--- config.mk ---
export PLATFORM = sky130hd
export DESIGN_NAME = alu_pipe
export DESIGN_NICKNAME = d
export VERILOG_FILES = /design/src/rtl/alu_pipe.sv
export SDC_FILE = /design/constraint.sdc
export NUM_CORES = 1
export LEC_CHECK = 0
export CORE_MARGIN = 4
export CORE_UTILIZATION = 25
export DETAILED_ROUTE_END_ITERATION = 10
export GPL_ROUTABILITY_DRIVEN = 1
export PLACE_DENSITY_LB_ADDON = 0.12
export SYNTH_ARGS = -nofsm -noshare
export SYNTH_HDL_FRONTEND = slang
export SYNTH_SLANG_ARGS = --single-unit
--- constraint.sdc ---
create_clock -name clk -period 1.85 [get_ports clk]
set_input_delay 0.37 -clock clk [delete_from_list [all_inputs] [get_ports clk]]
set_output_delay 0.37 -clock clk [all_outputs]
set_load 0.1 [all_outputs]
--- src/rtl/alu_pipe.sv ---
// Two-stage valid/ready bitwise ALU. It keeps the A/B op tables and the {a_en,b_en,alu_en} modes.
// It flags illegal modes, raises a sticky match irq and counts error-free results.
module alu_pipe #(
    parameter int                DATA_W  = 8,
    parameter logic [DATA_W-1:0] IRQ_VAL = '1,
    parameter int                CNT_W   = 16
) (
    input  logic              clk,
    input  logic              rst,
    input  logic              in_valid_i,
    output logic              in_ready_o,
    input  logic [2:0]        mode_i,
    input  logic [1:0]        op_i,
    input  logic [DATA_W-1:0] a_i,
    input  logic [DATA_W-1:0] b_i,
    output logic              out_valid_o,
    input  logic              out_ready_i,
    output logic [DATA_W-1:0] result_o,
    output logic              out_err_o,
    output logic              irq_o,
    input  logic              irq_clr_i,
    output logic [CNT_W-1:0]  op_count_o
);
    localparam logic [2:0] MODE_A = 3'b101;
    localparam logic [2:0] MODE_B = 3'b011;

    logic              s1_valid_q;
    logic [2:0]        s1_mode_q;
    logic [1:0]        s1_op_q;
    logic [DATA_W-1:0] s1_a_q, s1_b_q;
    logic              s2_valid_q, s2_err_q;
    logic [DATA_W-1:0] s2_res_q;
    logic              irq_q, irq_d;
    logic [CNT_W-1:0]  cnt_q, cnt_d;
    logic [DATA_W-1:0] alu_res_d;
    logic              alu_err_d;
    logic              s1_adv, s2_adv, accept, good_hs;

    assign s2_adv  = !s2_valid_q || out_ready_i;
    assign s1_adv  = !s1_valid_q || s2_adv;
    assign accept  = in_valid_i && s1_adv;
    assign good_hs = s2_valid_q && out_ready_i && !s2_err_q;

    always_comb begin
        alu_res_d = '0;
        alu_err_d = 1'b0;
        case (s1_mode_q)
            MODE_A: begin
                case (s1_op_q)
                    2'b00:   alu_res_d = s1_a_q & s1_b_q;
                    2'b01:   alu_res_d = ~(s1_a_q & s1_b_q);
                    2'b10:   alu_res_d = s1_a_q | s1_b_q;
                    default: alu_res_d = s1_a_q ^ s1_b_q;
                endcase
            end
            MODE_B: begin
                case (s1_op_q)
                    2'b00:   alu_res_d = ~(s1_a_q ^ s1_b_q);
                    2'b01:   alu_res_d = s1_a_q & s1_b_q;
                    2'b10:   alu_res_d = ~(s1_a_q | s1_b_q);
                    default: alu_res_d = s1_a_q | s1_b_q;
                endcase
            end
            default: alu_err_d = 1'b1;
        endcase
    end

    // A match at the handshake beats a simultaneous clear.
    always_comb begin
        irq_d = irq_q;
        cnt_d = cnt_q;
        if (good_hs && s2_res_q == IRQ_VAL) irq_d = 1'b1;
        else if (irq_clr_i)                 irq_d = 1'b0;
        if (good_hs) cnt_d = cnt_q + CNT_W'(1);
    end

    always_ff @(posedge clk) begin
        if (rst) begin
            s1_valid_q <= 1'b0;
            s1_mode_q  <= '0;
            s1_op_q    <= '0;
            s1_a_q     <= '0;
            s1_b_q     <= '0;
            s2_valid_q <= 1'b0;
            s2_res_q   <= '0;
            s2_err_q   <= 1'b0;
            irq_q      <= 1'b0;
            cnt_q      <= '0;
        end else begin
            if (s1_adv) begin
                s1_valid_q <= accept;
                if (accept) begin
                    s1_mode_q <= mode_i;
                    s1_op_q   <= op_i;
                    s1_a_q    <= a_i;
                    s1_b_q    <= b_i;
                end
            end
            if (s2_adv) begin
                s2_valid_q <= s1_valid_q;
                if (s1_valid_q) begin
                    s2_res_q <= alu_res_d;
                    s2_err_q <= alu_err_d;
                end
            end
            irq_q <= irq_d;
            cnt_q <= cnt_d;
        end
    end

    assign in_ready_o  = s1_adv;
    assign out_valid_o = s2_valid_q;
    assign result_o    = s2_res_q;
    assign out_err_o   = s2_err_q;
    assign irq_o       = irq_q;
    assign op_count_o  = cnt_q;
endmodule
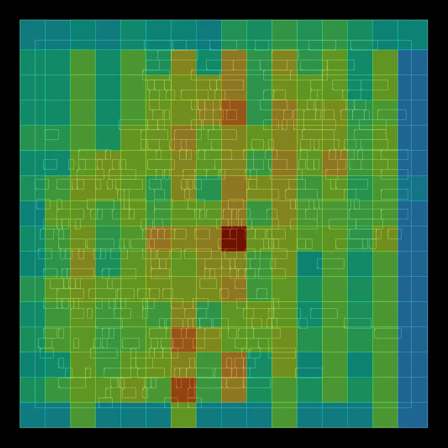
Fig. 1. Congestion heat map (run 1).
routing usage on met3: 0.0217
GRT Overall Usage: 0.108
post-DR wirelength/cell: 12.2 microns
Util after Layout: 0.375

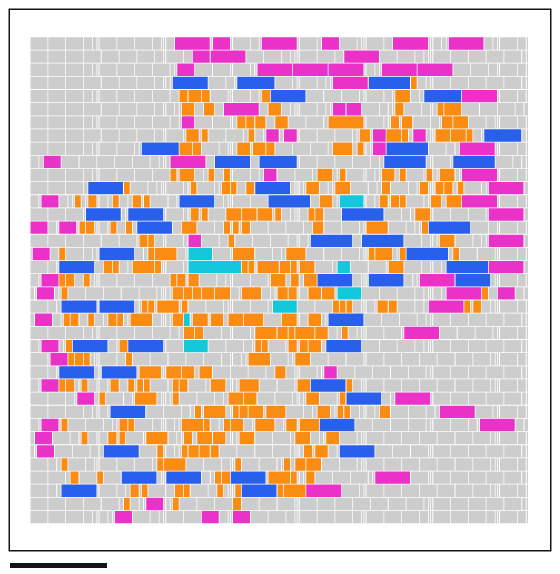
Fig. 2. Cell classes on the final placement (run 1).
The bar under the picture is 20 microns long. Fill, decap, tap and diode cells in gray.
class	color	cells	share of their area
clock drivers and dummy loads	cyan	8	3.0%
other buffers and delay cells	magenta	66	25%
all other logic	orange	267	44%
flops	blue	49	28%
Final Cell Area: 0.00389 sq mm
Row Count: 37
core box area: 0.0104 sq mm
Seq/total area: 0.264

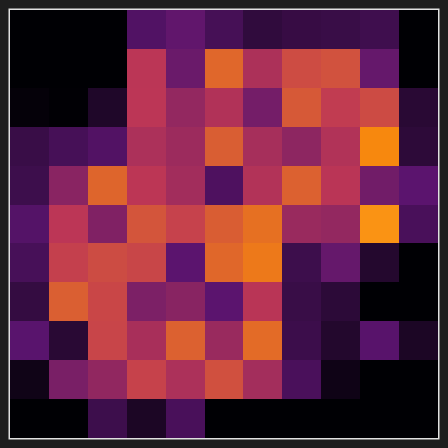
Fig. 3. Cell area per tile (run 1).
11 x 11 tiles, from black (low) to pale yellow (high), 0 to 100% covered.
emptiest ninth of the die	bottom right
tiles over 75% full	0.80%
mean over tiles	30%
densest ninth of the die	middle

==> flow_metrics.tcl, run 1 <==
# flow metrics
set metrics [dict create \
    io_pins 54 \
    clk-power_uw 774 \
    yosys_cells 335 \
    h-tree-depth 2 \
    worstMarginPinSlew_ps 633 \
    synth_nets 378 \
    timing.hold.ws_ps 456 \
    antenna_found_initial 0 \
    portBuffers 53 \
    cap_violations 0 \
    dp_worst_setup_slack_ps -290 \
    common_cells "nand2_1 (50), dfxtp_1 (49), a21oi_1 (38), nor2_1 (30), inv_1 (21)" \
    layout-drive-gt1-share 0.197 \
    area_delta_synth_final_pct 44.9 \
    worst_hold_path_type "reg2reg" \
    skew_ps 13.8 \
    syn_avg_cell_area_sq_um 8.02 \
    die_w_microns 112 \
    hpwl_microns 4910 \
    warning_count 35 \
    path_class "reg2reg" \
    synth_cell_types 35 \
    slew_headroom 0.576 \
    p_comb_frac 0.212 \
    vias 2312 \
    root_buffer "clkbuf_8" \
    p_switching_uw 705 \
    min_delay_path_depth 2 \
    cts.reportedPaths.clkPinSlew_ps 100 \
    yosys_area_sq_mm 0.00269 \
    endpoint_kind "flip-flop" \
    grt_busiest_layer "met2" \
    r2r_start "out_err_o" \
    edf_count 0 \
    postCtsHoldBufs 0 \
    syn_inst 335 \
    power-top-group "registers" \
    post-route-drc-count 0 \
    cts_tree "done" \
    drt-total-wl_microns 6440 \
    stdcell_count 526 \
    grt_pass1_vias 2297 \
    reg2reg_slack_ps 170 \
    period_used_share 0.909 \
    syn-cell-area_sq_mm 0.00269 \
    cellPowerDensity_mw_per_mm2 621 \
    wl_met3_microns 206 \
    ff2ff_path_depth 5 \
    vdd_ir_drop_max_v 0.000263 \
    die_h_microns 112 \
    startpoint "out_err_o" \
    cts_made_buffers 5 \
    cts.path.max_buffers 2 \
    top_layer "met4" \
    p_int_mw 1.71 \
    grt_max_degree 50 \
    finalCriticalPeriod_ps 1680 \
    ys_warn_count 0 \
    routedLengthMet1_microns 3480 \
    seq_cell_power_mw 1.13 \
    fin_nets 432 \
    status "finished clean" \
    async_reset_ff_frac 0 \
    most_common_cell "nand2_1" \
    place_congestion 0.741 \
    top_cells_by_area "dfxtp_1 (37%), ha_1 (7.9%), a21oi_1 (7.1%), nand2_1 (7.0%), xnor2_1 (4.6%)" \
    rsz0062_at_grt "false" \
    flop_cell "dfxtp_1" \
    finalWorstSetupSlack_ps 169 \
    wl_met2_microns 2680 \
    grt_use_met2 0.161 \
    worstHoldStart "s1_valid_q" \
    gr-total-overflow 0 \
    p_comb_uw 512 \
    post-cts-setup-buffers 1 \
    fmax_ghz 0.595 \
    p_leak_nw 1.47 \
    crit_arrival_ps 1930 \
    ctsResizeCount 1 \
    p_total_mw 2.42 \
    power_frac_seq 0.468 \
    drt-pass1-iter-count 4 \
    vias_per_cell 4.40 \
    dieArea_sq_mm 0.0125 \
]
run 1: cell type report:
class	instances	area, sq um
Clock buffer	5	68.8
Clock inverter	3	41.3
Fill cell	1116	6480
Inverter	21	78.8
Multi-Input combinational cell	246	1560
Sequential cell	49	1030
Tap cell	136	170
Timing Repair Buffer	66	945
run 1: logic make-up after synthesis:
| logic type | Yosys count | share of synthesized area |
|---|---|---|
| AND/OR/NAND/NOR | 125 | 0.226 |
| AND-OR/OR-AND | 77 | 0.184 |
| flip-flops | 49 | 0.365 |
| buffers and inverters | 40 | 0.0569 |
| XOR/XNOR | 26 | 0.0848 |
| adder cells (fa/ha/maj) | 17 | 0.0792 |
| multiplexers | 1 | 0.00373 |
run 1: layout by cell type, fill, tap and decap left out, types with 2 or more instances in the layout:
master	instances
a211oi_1	8
a21oi_1	38
buf_12	31
buf_4	10
clkbuf_8	5
clkdlybuf4s50_1	24
dfxtp_1	33
dfxtp_2	5
dfxtp_4	11
ha_1	17
inv_1	21
nand2_1	50
nand3_1	6
nand4_1	4
nand4b_1	2
nor2_1	30
nor2b_1	12
nor3_1	3
o211ai_1	10
o21ai_0	8
o221a_2	8
o31ai_1	4
or3_1	2
or4_1	4
xnor2_1	14
xor2_1	12
run 1: worst max-delay path, cell delays in order, from the launching register on:
cell	delay [ps]
dfxtp_4	380
nand3b_4	150
or3_1	420
buf_4	160
or4_1	390
a21oi_1	120
run 1: sequential cells by signal, summed over array words and instances (netlist names):
register	count
op_count_o	16
result_o	8
s1_a_q	8
s1_b_q	8
s1_mode_q	3
s1_op_q	2
irq_o	1
out_err_o	1
out_valid_o	1
s1_valid_q	1
Fig. 4: run 1, sequential cells grouped by signal name
The bar under the picture is 20 microns long. Other sequential cells in the stronger gray, the rest of the logic in the fainter gray.
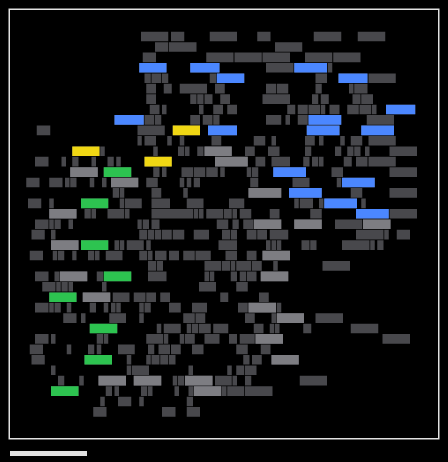

--- run 2 (diff from run 1) ---
--- a/config.mk
+++ b/config.mk
@@ -5,6 +5,7 @@
 export SDC_FILE = /design/constraint.sdc
 export NUM_CORES = 1
 export LEC_CHECK = 0
+export CAP_MARGIN = 0
 export CORE_MARGIN = 4
 export CORE_UTILIZATION = 25
 export DETAILED_ROUTE_END_ITERATION = 10
==> constraint.sdc (replaced) <==
create_clock -name clk -period 1.85 [get_ports clk]
set_input_delay 0.185 -clock clk [delete_from_list [all_inputs] [get_ports clk]]
set_output_delay 0.185 -clock clk [all_outputs]
set_load 0.1 [all_outputs]
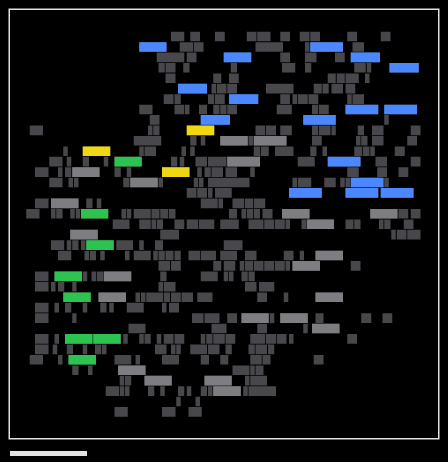
Fig. 5. Sequential cells grouped by signal name (run 2).
The bar under the picture is 20 microns long. Other sequential cells in the stronger gray, the rest of the logic in the fainter gray.
name in the netlist	color	sequential cells
s1_b_q	green	8
s1_mode_q	yellow	3
op_count_o	blue	16
not colored	22
P_seq: 1.12 mW
Util after Layout: 0.343

==> run 2 against run 1 <==
Effect of this change: critical path depth decreased by 1; area after synthesis unchanged; largest cell class unchanged; fmax shrank 1.1%; critical endpoint is now op_count_o[13]; largest power group unchanged; setup slack lost 19 ps; sequential cell count stayed put; via count fell by 0.22%; final cell count stayed put; highest routed layer unchanged.
==> flow_metrics.tcl, run 2 <==
# flow metrics
set metrics [dict create \
    status "finished clean" \
    antenna_found_initial 0 \
    dieArea_sq_mm 0.0125 \
    p_leak_nw 1.40 \
    drt-pass1-iter-count 4 \
    r2r_start "out_err_o" \
    endpoint_kind "flip-flop" \
    yosys_cells 335 \
    path_cells "nand3b_4 -> or3_1 -> or4_1 -> a21oi_1" \
    die_h_microns 112 \
    hpwl_microns 4840 \
    num_rows 37 \
    root_buffer "clkbuf_8" \
    fin_nets 432 \
    vias_per_cell 4.39 \
    clock_buffers 5 \
    routedLengthMet1_microns 3630 \
    vdd_ir_drop_max_v 0.000324 \
    cap_violations 0 \
    clk_latency_ps 300 \
    edf_count 0 \
    nWellTaps 136 \
    gr-usage-all-layers 0.107 \
    flop_cell "dfxtp_1" \
    postCtsHoldBufs 0 \
    path_class "reg2reg" \
    top_layer "met4" \
    wl_met2_microns 2560 \
    flops 49 \
    ys_warn_count 0 \
    async_reset_ff_frac 0 \
    most_common_cell "nand2_1" \
    die_w_microns 112 \
    largest_register_ffs 16 \
    startpoint "out_err_o" \
    layout_top_cells "nand2_1 (50), a21oi_1 (38), buf_4 (37)" \
    area_delta_synth_final_pct 32.5 \
    cellPowerDensity_mw_per_mm2 674 \
    finalCriticalPeriod_ps 1700 \
    skew_ps 13.8 \
    crit_arrival_ps 1940 \
    yosys_area_sq_mm 0.00269 \
    reg2reg_slack_ps 150 \
    worst_hold_path_type "in2reg" \
    worstMarginPinSlew_ps 420 \
    cpMaxStageDelayCell "or4_1" \
    io_pins 54 \
    post-route-drc-count 0 \
    top_cells_by_area "dfxtp_1 (37%), ha_1 (7.9%), a21oi_1 (7.1%), nand2_1 (7.0%), xnor2_1 (4.6%)" \
    wl_per_cell_microns 12.3 \
    cts_tree "done" \
    coreArea_sq_mm 0.0104 \
    finalWorstSetupSlack_ps 150 \
    syn-cell-area_sq_mm 0.00269 \
    gr-usage-met3 0.0228 \
    stdcell_area_sq_mm 0.00356 \
    dominant_cells "combinational gates" \
    grt_max_degree 50 \
    dp_worst_setup_slack_ps -173 \
    portBuffers 53 \
    grt_busiest_layer "met1" \
    max_stage_delay_ps 530 \
    common_cells "nand2_1 (50), dfxtp_1 (49), a21oi_1 (38), nor2_1 (30), inv_1 (21)" \
    comb_cells 246 \
    cts.path.max_buffers 2 \
    wl_met3_microns 222 \
    buf_share 0.171 \
    gr-total-overflow 0 \
    sh_comb_area 0.438 \
    grt_use_met2 0.158 \
    mi_logic_area_sq_mm 0.00156 \
    drt-total-wl_microns 6480 \
    rsz0062_at_grt "false" \
    period_used_share 0.919 \
]
[run 2: cell counts after synthesis]
Identical to the previous run, type by type.
[run 2: what timing repair did]
| item | CTS | global route |
|---|---|---|
| endpoints found under the setup margin | 0 | 1 |
| resized | 0 | 1 |
| buffers inserted | 0 | 0 |
[run 2: per-stage QoR]
step	instances	power [mW]	TNS, ps	util	hold slack [ps]
after floorplan	335	1.48	-8330	-	314
after global placement	518	1.62	-613	0.332	439
after detailed placement	518	1.63	-1120	0.332	443
after CTS	526	2.43	0	0.343	416
after global routing	526	2.52	0	0.343	412
final	526	2.40	0	0.343	420
[run 2: critical path: cells and delay by family (launching register included)]
kind               cells  cell delay (ps)
AOI/OAI and AO/OA      1              150
and+or+nand+nor        3             1130
DFF                    1              370
[run 2: worst min-delay path by stage]
stage,startpoint,to,slack (ps),depth (start not counted)
after floorplan,in_valid_i,s1_valid_q,310,2
after global placement,s1_valid_q,out_valid_o,440,2
after detailed placement,s1_valid_q,out_valid_o,440,2
after CTS,a_i[2],s1_a_q[2],420,3
after global routing,a_i[1],s1_a_q[1],410,3
final,b_i[3],s1_b_q[3],420,3
[run 2: cells by family after synthesis]
group / synth area share
and+or+nand+nor: 0.226
AOI/OAI and AO/OA: 0.184
DFF: 0.365
buffers and inverters: 0.0569
xor gates and xnor gates: 0.0848
adders and majority gates: 0.0792
muxes: 0.00373
[run 2: report_power, final]
part | internal (mW) | switching, mW | leakage, nW | total [mW]
combinational | 0.193 | 0.282 | 0.934 | 0.475
clock | 0.406 | 0.393 | 0.0585 | 0.799
sequential | 1.08 | 0.0399 | 0.412 | 1.12
total | 1.68 | 0.715 | 1.40 | 2.40
Power and IR drop assume default switching activity.
